run_1/metal_stack.png
Drawn at 4 px/um. Only two layers are drawn.
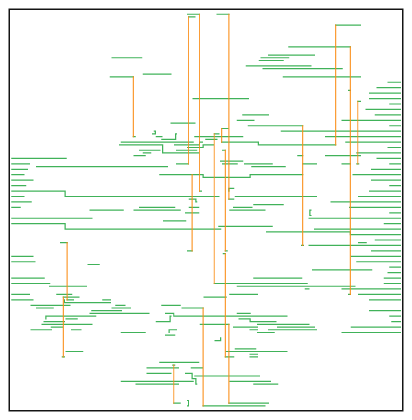
run_1/met1.png
Drawn at 4 px/um. Supply wires on this layer in gray.
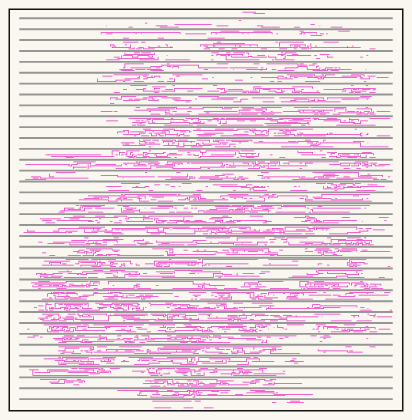
run_1/zoom.png
Region (34, 55) to (64, 85) um. Cells in gray, sequential cells in the stronger gray; small squares are vias.
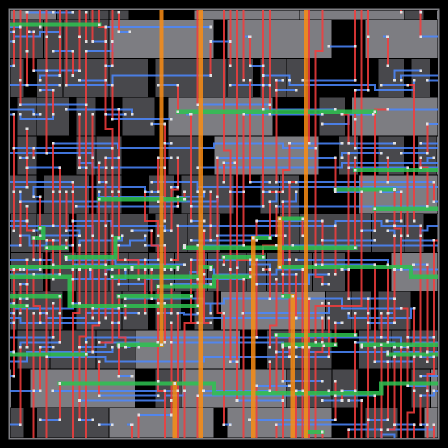
`config.mk`:
```
export PLATFORM = sky130hd
export DESIGN_NAME = carfield_domain_seq
export DESIGN_NICKNAME = d
export VERILOG_FILES = /design/src/rtl/carfield_cfg_pkg.sv /design/src/rtl/carfield_domain_seq_pkg.sv /design/src/rtl/carfield_domain_seq_arb.sv /design/src/rtl/carfield_domain_seq.sv
export SDC_FILE = /design/constraint.sdc
export NUM_CORES = 1
export LEC_CHECK = 0
export CAP_MARGIN = 25
export CORE_AREA = 2 2 96 98
export CTS_BUF_LIST = sky130_fd_sc_hd__clkbuf_8 sky130_fd_sc_hd__clkbuf_16
export CTS_CLUSTER_SIZE = 10
export DETAILED_ROUTE_END_ITERATION = 6
export DIE_AREA = 0 0 98 100
export DONT_BUFFER_PORTS = 1
export GPL_ROUTABILITY_DRIVEN = 0
export PLACE_DENSITY = 0.83
export SYNTH_ARGS = -nofsm -noshare
export SYNTH_HDL_FRONTEND = slang
export SYNTH_SLANG_ARGS = --single-unit
```
`constraint.sdc`:
```
create_clock -name clk_i -period 7.32 [get_ports clk_i]
set_input_delay 1.098 -clock clk_i [delete_from_list [all_inputs] [get_ports clk_i]]
set_output_delay 1.098 -clock clk_i [all_outputs]
set_load 0.01 [all_outputs]
```
`src/rtl/carfield_cfg_pkg.sv`:
```
// Carfield-wide configuration constants: number of clock domains and the
// index assigned to each domain.
package carfield_cfg_pkg;

    localparam int unsigned CarfieldNumDomains = 6;

    // Domain order: periph, safed, secured, pulp, spatz, l2
    localparam int unsigned CarfieldDomainIdx [CarfieldNumDomains] = '{0, 1, 2, 3, 4, 5};

endpackage

```
`src/rtl/carfield_domain_seq_pkg.sv`:
```
// Types and defaults shared by the per-domain clock/reset sequencer.
package carfield_domain_seq_pkg;

    import carfield_cfg_pkg::*;

    localparam int unsigned SeqNumDomains = CarfieldNumDomains;
    localparam int unsigned SeqDivWidth   = 8;

    typedef enum logic [2:0] {
        IDLE,
        GATE,
        CFG,
        SETTLE,
        RUN_RST,
        DONE
    } seq_state_e;

    typedef logic [$clog2(SeqNumDomains)-1:0] dom_idx_t;
    typedef logic [SeqDivWidth-1:0]           div_t;

endpackage

```
`src/rtl/carfield_domain_seq_arb.sv`:
```
// Round-robin arbiter: grants the first requester at or after the pointer;
// the pointer moves to grant+1 when the grant is accepted.
//   clk_i, rst_i   : clock, synchronous active-high reset
//   req_i          : per-requester request
//   accept_i       : grant consumed this cycle, advance the pointer
//   gnt_vld_c_o    : some requester is granted (combinational)
//   gnt_idx_c_o    : granted index (combinational)
module carfield_domain_seq_arb
    import carfield_domain_seq_pkg::*;
#(
    parameter int unsigned NumReq = SeqNumDomains
) (
    input  logic                      clk_i,
    input  logic                      rst_i,
    input  logic [NumReq-1:0]         req_i,
    input  logic                      accept_i,
    output logic                      gnt_vld_c_o,
    output logic [$clog2(NumReq)-1:0] gnt_idx_c_o
);

    localparam int unsigned IdxW = $clog2(NumReq);

    logic [IdxW-1:0] ptr_q, ptr_d;

    // Scan from the pointer, wrapping once around the requesters
    always_comb begin
        int unsigned j;
        gnt_vld_c_o = 1'b0;
        gnt_idx_c_o = '0;
        j           = 0;
        for (int unsigned i = 0; i < NumReq; i++) begin
            j = 32'(ptr_q) + i;
            if (j >= NumReq) begin
                j = j - NumReq;
            end
            if (!gnt_vld_c_o && req_i[IdxW'(j)]) begin
                gnt_vld_c_o = 1'b1;
                gnt_idx_c_o = IdxW'(j);
            end
        end
    end

    always_comb begin
        ptr_d = ptr_q;
        if (accept_i && gnt_vld_c_o) begin
            ptr_d = (gnt_idx_c_o == IdxW'(NumReq - 1)) ? '0 : gnt_idx_c_o + IdxW'(1);
        end
    end

    always_ff @(posedge clk_i) begin
        if (rst_i) begin
            ptr_q <= '0;
        end else begin
            ptr_q <= ptr_d;
        end
    end

endmodule

```
`src/rtl/carfield_domain_seq.sv`:
```
// Per-domain clock/reset sequencer. Serves one domain request at a time:
// gate clock, program divider, settle, ungate, optionally pulse domain reset.
// Optional macro CARFIELD_DOMAIN_SEQ_TIMEOUT_EN bounds the divider handshake.
//   clk_i, rst_i   : clock, synchronous active-high reset
//   req_valid_i    : per-domain request;  req_ready_o: one-cycle completion
//   req_div_i      : requested divider per domain; req_rst_i: also reset domain
//   clk_en_o       : clock gate enables;  dom_rst_o: domain resets
//   div_o          : divider values;  div_valid_o/div_ready_i: divider handshake
//   busy_o         : sequence in flight;  active_dom_o: granted domain
//   err_o          : one-cycle error pulse (zero divider / handshake timeout)
module carfield_domain_seq
    import carfield_domain_seq_pkg::*;
#(
    parameter int unsigned NumDomains    = SeqNumDomains,
    parameter int unsigned DivWidth      = SeqDivWidth,
    parameter int unsigned DefaultDiv    = 1,
    parameter int unsigned GateCycles    = 4,
    parameter int unsigned RstCycles     = 8,
    parameter int unsigned TimeoutCycles = 256
) (
    input  logic                             clk_i,
    input  logic                             rst_i,
    input  logic [NumDomains-1:0]            req_valid_i,
    output logic [NumDomains-1:0]            req_ready_o,
    input  logic [NumDomains*DivWidth-1:0]   req_div_i,
    input  logic [NumDomains-1:0]            req_rst_i,
    output logic [NumDomains-1:0]            clk_en_o,
    output logic [NumDomains-1:0]            dom_rst_o,
    output logic [NumDomains*DivWidth-1:0]   div_o,
    output logic [NumDomains-1:0]            div_valid_o,
    input  logic [NumDomains-1:0]            div_ready_i,
    output logic                             busy_o,
    output logic [$clog2(NumDomains)-1:0]    active_dom_o,
    output logic                             err_o
);

    localparam int unsigned IdxW   = $clog2(NumDomains);
    localparam int unsigned MaxGR  = (GateCycles > RstCycles) ? GateCycles : RstCycles;
    localparam int unsigned MaxCyc = (MaxGR > TimeoutCycles) ? MaxGR : TimeoutCycles;
    localparam int unsigned CntW   = $clog2(MaxCyc + 1);

    seq_state_e                  state_q, state_d;
    logic [CntW-1:0]             cnt_q, cnt_d;
    logic [IdxW-1:0]             dom_q, dom_d;
    logic [DivWidth-1:0]         div_cap_q, div_cap_d;
    logic                        rst_flag_q, rst_flag_d;
    logic [NumDomains-1:0]       clk_en_q, clk_en_d;
    logic [NumDomains-1:0]       dom_rst_q, dom_rst_d;
    logic [DivWidth-1:0]         div_q [NumDomains];
    logic [DivWidth-1:0]         div_d [NumDomains];
    logic [NumDomains-1:0]       div_valid_q, div_valid_d;
    logic [NumDomains-1:0]       ready_q, ready_d;
    logic                        err_q, err_d;
    logic                        busy_q;

    logic [DivWidth-1:0]         req_div_a [NumDomains];
    logic                        accept_c;
    logic                        gnt_vld_c;
    logic [IdxW-1:0]             gnt_idx_c;

    // Flat bus <-> per-domain arrays
    for (genvar g = 0; g < NumDomains; g++) begin : g_dom
        assign req_div_a[g]                    = req_div_i[g*DivWidth +: DivWidth];
        assign div_o[g*DivWidth +: DivWidth]   = div_q[g];
    end

    carfield_domain_seq_arb #(
        .NumReq (NumDomains)
    ) i_arb (
        .clk_i       (clk_i),
        .rst_i       (rst_i),
        .req_i       (req_valid_i),
        .accept_i    (accept_c),
        .gnt_vld_c_o (gnt_vld_c),
        .gnt_idx_c_o (gnt_idx_c)
    );

    // Next-state and next-output logic; outputs change on state transitions
    always_comb begin
        state_d     = state_q;
        cnt_d       = cnt_q;
        dom_d       = dom_q;
        div_cap_d   = div_cap_q;
        rst_flag_d  = rst_flag_q;
        clk_en_d    = clk_en_q;
        dom_rst_d   = dom_rst_q;
        div_d       = div_q;
        div_valid_d = div_valid_q;
        ready_d     = '0;
        err_d       = 1'b0;
        accept_c    = 1'b0;

        case (state_q)
            IDLE: begin
                if (gnt_vld_c) begin
                    accept_c   = 1'b1;
                    dom_d      = gnt_idx_c;
                    div_cap_d  = req_div_a[gnt_idx_c];
                    rst_flag_d = req_rst_i[gnt_idx_c];
                    cnt_d      = '0;
                    if (req_div_a[gnt_idx_c] == '0) begin
                        // Zero divider: reject without touching the domain
                        ready_d[gnt_idx_c] = 1'b1;
                        err_d              = 1'b1;
                        state_d            = DONE;
                    end else begin
                        clk_en_d[gnt_idx_c] = 1'b0;
                        if (req_rst_i[gnt_idx_c]) begin
                            dom_rst_d[gnt_idx_c] = 1'b1;
                        end
                        state_d = GATE;
                    end
                end
            end
            GATE: begin
                if (cnt_q == CntW'(GateCycles - 1)) begin
                    cnt_d              = '0;
                    div_d[dom_q]       = div_cap_q;
                    div_valid_d[dom_q] = 1'b1;
                    state_d            = CFG;
                end else begin
                    cnt_d = cnt_q + CntW'(1);
                end
            end
            CFG: begin
                if (div_ready_i[dom_q]) begin
                    cnt_d              = '0;
                    div_valid_d[dom_q] = 1'b0;
                    state_d            = SETTLE;
`ifdef CARFIELD_DOMAIN_SEQ_TIMEOUT_EN
                end else if (cnt_q == CntW'(TimeoutCycles - 1)) begin
                    // Divider never answered: release the clock and report
                    div_valid_d[dom_q] = 1'b0;
                    clk_en_d[dom_q]    = 1'b1;
                    ready_d[dom_q]     = 1'b1;
                    err_d              = 1'b1;
                    state_d            = DONE;
                end else begin
                    cnt_d = cnt_q + CntW'(1);
`endif
                end
            end
            SETTLE: begin
                if (cnt_q == CntW'(GateCycles - 1)) begin
                    cnt_d           = '0;
                    clk_en_d[dom_q] = 1'b1;
                    if (rst_flag_q) begin
                        state_d = RUN_RST;
                    end else begin
                        ready_d[dom_q] = 1'b1;
                        state_d        = DONE;
                    end
                end else begin
                    cnt_d = cnt_q + CntW'(1);
                end
            end
            RUN_RST: begin
                if (cnt_q == CntW'(RstCycles - 1)) begin
                    cnt_d            = '0;
                    dom_rst_d[dom_q] = 1'b0;
                    ready_d[dom_q]   = 1'b1;
                    state_d          = DONE;
                end else begin
                    cnt_d = cnt_q + CntW'(1);
                end
            end
            DONE: begin
                state_d = IDLE;
            end
            default: begin
                state_d = IDLE;
            end
        endcase
    end

    always_ff @(posedge clk_i) begin
        if (rst_i) begin
            state_q     <= IDLE;
            cnt_q       <= '0;
            dom_q       <= '0;
            div_cap_q   <= '0;
            rst_flag_q  <= 1'b0;
            clk_en_q    <= '0;
            dom_rst_q   <= '1;
            for (int i = 0; i < NumDomains; i++) begin
                div_q[i] <= DivWidth'(DefaultDiv);
            end
            div_valid_q <= '0;
            ready_q     <= '0;
            err_q       <= 1'b0;
            busy_q      <= 1'b0;
        end else begin
            state_q     <= state_d;
            cnt_q       <= cnt_d;
            dom_q       <= dom_d;
            div_cap_q   <= div_cap_d;
            rst_flag_q  <= rst_flag_d;
            clk_en_q    <= clk_en_d;
            dom_rst_q   <= dom_rst_d;
            div_q       <= div_d;
            div_valid_q <= div_valid_d;
            ready_q     <= ready_d;
            err_q       <= err_d;
            busy_q      <= (state_d != IDLE);
        end
    end

    assign req_ready_o  = ready_q;
    assign clk_en_o     = clk_en_q;
    assign dom_rst_o    = dom_rst_q;
    assign div_valid_o  = div_valid_q;
    assign busy_o       = busy_q;
    assign active_dom_o = dom_q;
    assign err_o        = err_q;

endmodule

```
==> results.toml, run 1 <==
# synthesis and place-and-route metrics
[timing]
max_slew_margin_pct = 34.9
finalCritPeriodShare_pct = 79.8
setup_viol_count_final = 0
fmax_ghz = 0.171
worstMarginPinSlew_ns = 0.976
fin_crit_ns = 5.84

[pwr]
power_leader = "combinational cells"
cellLeakagePower_nw = 1.99
power.switching_mw = 1.54
p_comb_mw = 1.93
design_power_total_mw = 2.98
p_seq_uw = 725
p_sw_share_pct = 51.7
power.density_mw_per_mm2 = 523
pwr-share-comb_pct = 64.6
power_frac_seq_pct = 24.3
p_int_mw = 1.44

[die]
row_count = 35
tap_cells = 111
floorplan.core_util_pct = 62.4
fp.dieH_um = 100
die-width_um = 98

[final_layout]
logic_area_sq_mm = 0.00328
sh_comb_area_pct = 57.6
buf_share_pct = 0.637
lay_top_count = "nand2_1"
fin_util_pct = 64.1
flops = 101
seqCellArea_sq_mm = 0.00202
diodes = 1
fin_nets = 732
fin_cells = 772
largest_reg_flops = 48
final_cell_mix = "nand2_1 (130), dfxtp_1 (101), a21oi_1 (71)"
drive_gt1_share_pct = 8.48
fin_area_sq_mm = 0.00569

[clocking]
clk_latency_ns = 0.37
cts_tree = "done"
ctsResizeCount = 0
cts_made_buffers = 9

[global_routing]
grtUsageMet3_pct = 8.50
grt_busiest_layer = "met2"
grtUsageTotal_pct = 29.3
grt_start_max_net_pins = 73
use_met1_pct = 36.5
grt_antenna_before_repair = 0

[setup_path]
arrival_ns = 6.13
path_buffers = 2
timing.rr.start = "i_arb.ptr_q[0]$_SDFFE_PP0P_"
reg2reg_to = "dom_rst_o[1]$_SDFFE_PP1P_"
worst-setup-path-type = "reg -> reg"
cp_num_cells = 13
worstSetupEndpoint = "dom_rst_o[1]$_SDFFE_PP1P_"
crit_path_max_fanout = 20
crit_path_start_kind = "flop"
crit_slowest_cell = "dfxtp_1"
critPathCaptureType = "flop"
reg2reg_depth = 13
r2r_setup_slack_ns = 1.48
crit_chain = "inv_1 > ha_1 > inv_1 > or4_1 > and3_1 > a21oi_1 > a311oi_1 > o32ai_2 > nand2_1 > o221ai_1 > nor4_2 > a211o_4 > o31ai_2"

[detailed_routing]
wirelength_um = 15000
via_per_inst = 6.72
dr.pass1.iters = 5
drt-met1-wl_um = 5910
wl_per_cell_um = 19.5

[flow_run]
maxCapViolCount = 0

[synth]
ff_type = "dfxtp_1"
ys_cells = 682
syn_area_sq_mm = 0.00555
top_cell_area_share_pct = 36.4
seq_area_frac_synth_pct = 36.4
syn-num-nets = 759
synth_flops = 101
synthMostInstantiatedCell = "nand2_1"
top_cells_by_count = "nand2_1 (130), dfxtp_1 (101), a21oi_1 (71)"
synth_chip_area_sq_mm = 0.00555
async_reset_ff_share_pct = 0
xor_share_pct = 2.37
ys_warn_count = 0
ys_sh_mux_pct = 7.01
netlist_instances = 682
ys_types = 75

[place]
place_area_sq_mm = 0.00550
portBuffers = 0
dp_slack_ns = 1.47
hpwl_um = 11000

[outcome]
status = "completed"
## Picture notes: metal_stack.png
| layer | color | wire length |
|---|---|---|
| met4 | orange | 473 um |
| met3 | green | 1670 um |

## Picture notes: met1.png
wire length on this layer: 5910 um
nets with wire on the layer: 690
longest straight run: 29.4 um

## Picture notes: zoom.png
| layer | color |
|---|---|
| met4 | orange |
| met3 | green |
| met1 | blue |
| met2 | red |
most frequent: nand2_1 (17), dfxtp_1 (13), a21oi_1 (12)
netlist names of flops here include: `clk_en_o` (6), `div_o` (2), `req_ready_o` (2)
cells with their middle in the window: 89
sequential cells in the window: 13

run_1/gate_families.png
Drawn at 4 px/um.
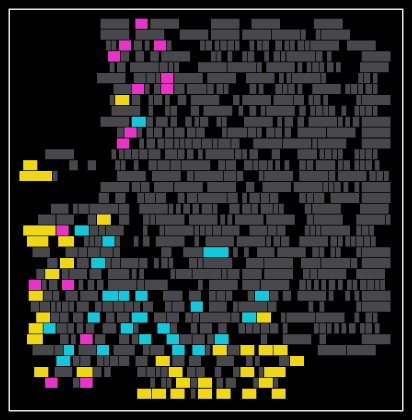

==> run 1 -> run 2 <==
--- a/config.mk
+++ b/config.mk
@@ -6,14 +6,14 @@
 export NUM_CORES = 1
 export LEC_CHECK = 0
 export CAP_MARGIN = 25
-export CORE_AREA = 2 2 96 98
+export CORE_AREA = 2 2 97 99
 export CTS_BUF_LIST = sky130_fd_sc_hd__clkbuf_8 sky130_fd_sc_hd__clkbuf_16
 export CTS_CLUSTER_SIZE = 10
 export DETAILED_ROUTE_END_ITERATION = 6
-export DIE_AREA = 0 0 98 100
+export DIE_AREA = 0 0 99 101
 export DONT_BUFFER_PORTS = 1
 export GPL_ROUTABILITY_DRIVEN = 0
-export PLACE_DENSITY = 0.83
+export PLACE_DENSITY = 0.82
 export SYNTH_ARGS = -nofsm -noshare
 export SYNTH_HDL_FRONTEND = slang
 export SYNTH_SLANG_ARGS = --single-unit
==> constraint.sdc (replaced) <==
create_clock -name clk_i -period 6.1 [get_ports clk_i]
set_input_delay 0.915 -clock clk_i [delete_from_list [all_inputs] [get_ports clk_i]]
set_output_delay 0.915 -clock clk_i [all_outputs]
set_load 0.01 [all_outputs]
run_2/gate_families.png
Drawn at 4 px/um.
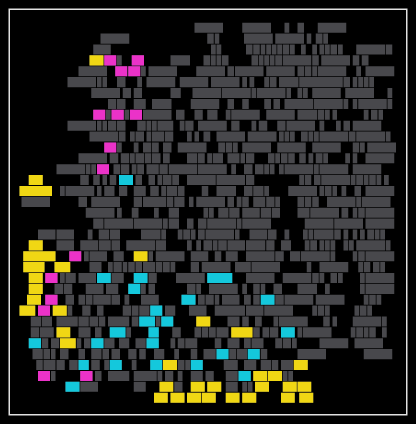
| family | color | cells |
|---|---|---|
| XOR/XNOR gates | magenta | 15 |
| multiplexers | yellow | 35 |
| AND-OR and OR-AND gates | cyan | 24 |

run_2/met1.png
Drawn at 4 px/um. Supply wires on this layer in gray.
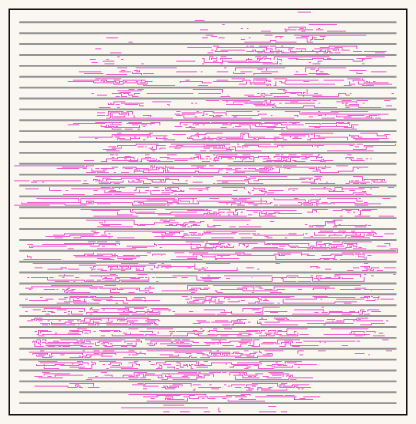
share of all routed wire: 40%
main direction: horizontal
nets with wire on the layer: 687

==> run 2 against run 1 <==
Against the previous run:
- wire length is 0.97% higher
- sequential share of layout area is 0.22 points lower
- final cell count unchanged
- global-route usage rose by 0.067 points
- clock-buffer cell count stayed put
- hold slack got worse by 0.0022 ns
- design area increased by 0.62%
- combinational power is 19% higher
- synthesized cell count did not move
- sequential power increased by 17%
- clock skew grew 0.0072 ns
- register-to-register slack got worse by 0.45 ns
- critical path type unchanged
- largest cell class unchanged
- highest routed layer unchanged
==> results.toml, run 2 <==
# synthesis and place-and-route metrics
[pwr]
p_int_mw = 1.77
power.density_mw_per_mm2 = 628
power.switching_mw = 1.83
p_seq_uw = 850
pwr-share-comb_pct = 63.7
p_comb_mw = 2.29
p_sw_share_pct = 50.9
cellLeakagePower_nw = 2.01
powerClk_uw = 456
design_power_total_mw = 3.60
power_leader = "combinational cells"
power_frac_seq_pct = 23.6

[global_routing]
use_met1_pct = 36.4
grt_start_max_net_pins = 73
grtUsageMet3_pct = 9.50
grtUsageTotal_pct = 29.4
grt_antenna_before_repair = 0
grt_busiest_layer = "met2"

[final_layout]
diodes = 0
logic_area_sq_mm = 0.00328
flops = 101
num-multi-input-gates = 530
sh_comb_area_pct = 57.3
final_cell_mix = "nand2_1 (130), dfxtp_1 (101), a21oi_1 (71)"
n_clock_buffer = 9
fillers = 769
fin_util_pct = 63.8
clockNetworkAreaShare_pct = 3.78
buf_share_pct = 0.655
seqCellArea_sq_mm = 0.00202
fin_nets = 733
largest_reg_flops = 48
lay_top_count = "nand2_1"
drive_gt1_share_pct = 8.62
fin_cells = 772
fin_area_sq_mm = 0.00573

[synth]
async_reset_ff_share_pct = 0
synth.area.top_cells = "dfxtp_1 (36%), nand2_1 (8.8%), a21oi_1 (6.4%)"
top_cell_area_share_pct = 36.4
top_cells_by_count = "nand2_1 (130), dfxtp_1 (101), a21oi_1 (71)"
ys_sh_mux_pct = 7.01
yosys.area_share.simple_pct = 24.4
netlist_instances = 682
syn-num-nets = 759
seq_area_frac_synth_pct = 36.4
synth_flops = 101
ys_warn_count = 0
xor_share_pct = 2.37
syn_area_sq_mm = 0.00555
ys_types = 75
synth_chip_area_sq_mm = 0.00555
ff_type = "dfxtp_1"
synthMostInstantiatedCell = "nand2_1"
ys_cells = 682

[flow_run]
maxCapViolCount = 0
warnings = 32

[clocking]
ctsResizeCount = 0
cts_made_buffers = 9
clk_latency_ns = 0.38
cts_setup_buffers = 0
cts_tree = "done"
cts-root-buf = "clkbuf_8"
clk_pin_slew_ns = 0.10
clk_path_buf_depth = 2
cts_htree_levels = 3

[setup_path]
crit_path_start_kind = "flop"
path_delay_family = "AND-OR/OR-AND gates"
worst-setup-path-type = "reg -> reg"
reg2reg_to = "err_o$_SDFF_PP0_"
crit_path_max_fanout = 20
critPathCaptureType = "flop"
reg2reg_depth = 15
crit_slowest_cell = "a311oi_2"
arrival_ns = 5.34
worst_setup_path_startpoint = "i_arb.ptr_q[0]$_SDFFE_PP0P_"
timing.rr.start = "i_arb.ptr_q[0]$_SDFFE_PP0P_"
worstSetupEndpoint = "err_o$_SDFF_PP0_"
path_buffers = 3
cp_num_cells = 15
slowest_delay_ns = 0.85
crit_chain = "buf_4 > inv_1 > ha_1 > o21ba_2 > a22oi_2 > a211oi_1 > nand2_1 > a311oi_2 > nor3_2 > buf_4 > mux2i_1 > a41oi_1 > nor4_2 > nand2_1 > nor3b_1"
r2r_setup_slack_ns = 1.02

[detailed_routing]
drt-met1-wl_um = 6050
wl_per_cell_um = 19.7
drt-initial-drc-count = 401
via_per_inst = 6.62
routed.top_layer = "met4"
wirelength_um = 15200
routed-wl-met2_um = 7220
dr.pass1.iters = 7

[min_path]
min_path_cells = 2
min_path_type = "reg -> reg"

[die]
row_count = 35
fp.dieH_um = 101
die-width_um = 99
floorplan.core_util_pct = 61.8
tap_cells = 111
die_area_sq_mm = 0.0100
num_io_pins = 145

[place]
portBuffers = 0
hpwl_um = 11100
dp_slack_ns = 1.21
dpl.cell_count = 756
place_area_sq_mm = 0.00551

[outcome]
status = "completed"

[timing]
fmax_ghz = 0.197
final.setup.tns_ns = 0
worstMarginPinSlew_ns = 0.943
max_slew_margin_pct = 37.1
fin_crit_ns = 5.08
drv_slew = 0
finalCritPeriodShare_pct = 83.2
setup_viol_count_final = 0
Power is estimated from default activity; no workload was simulated.
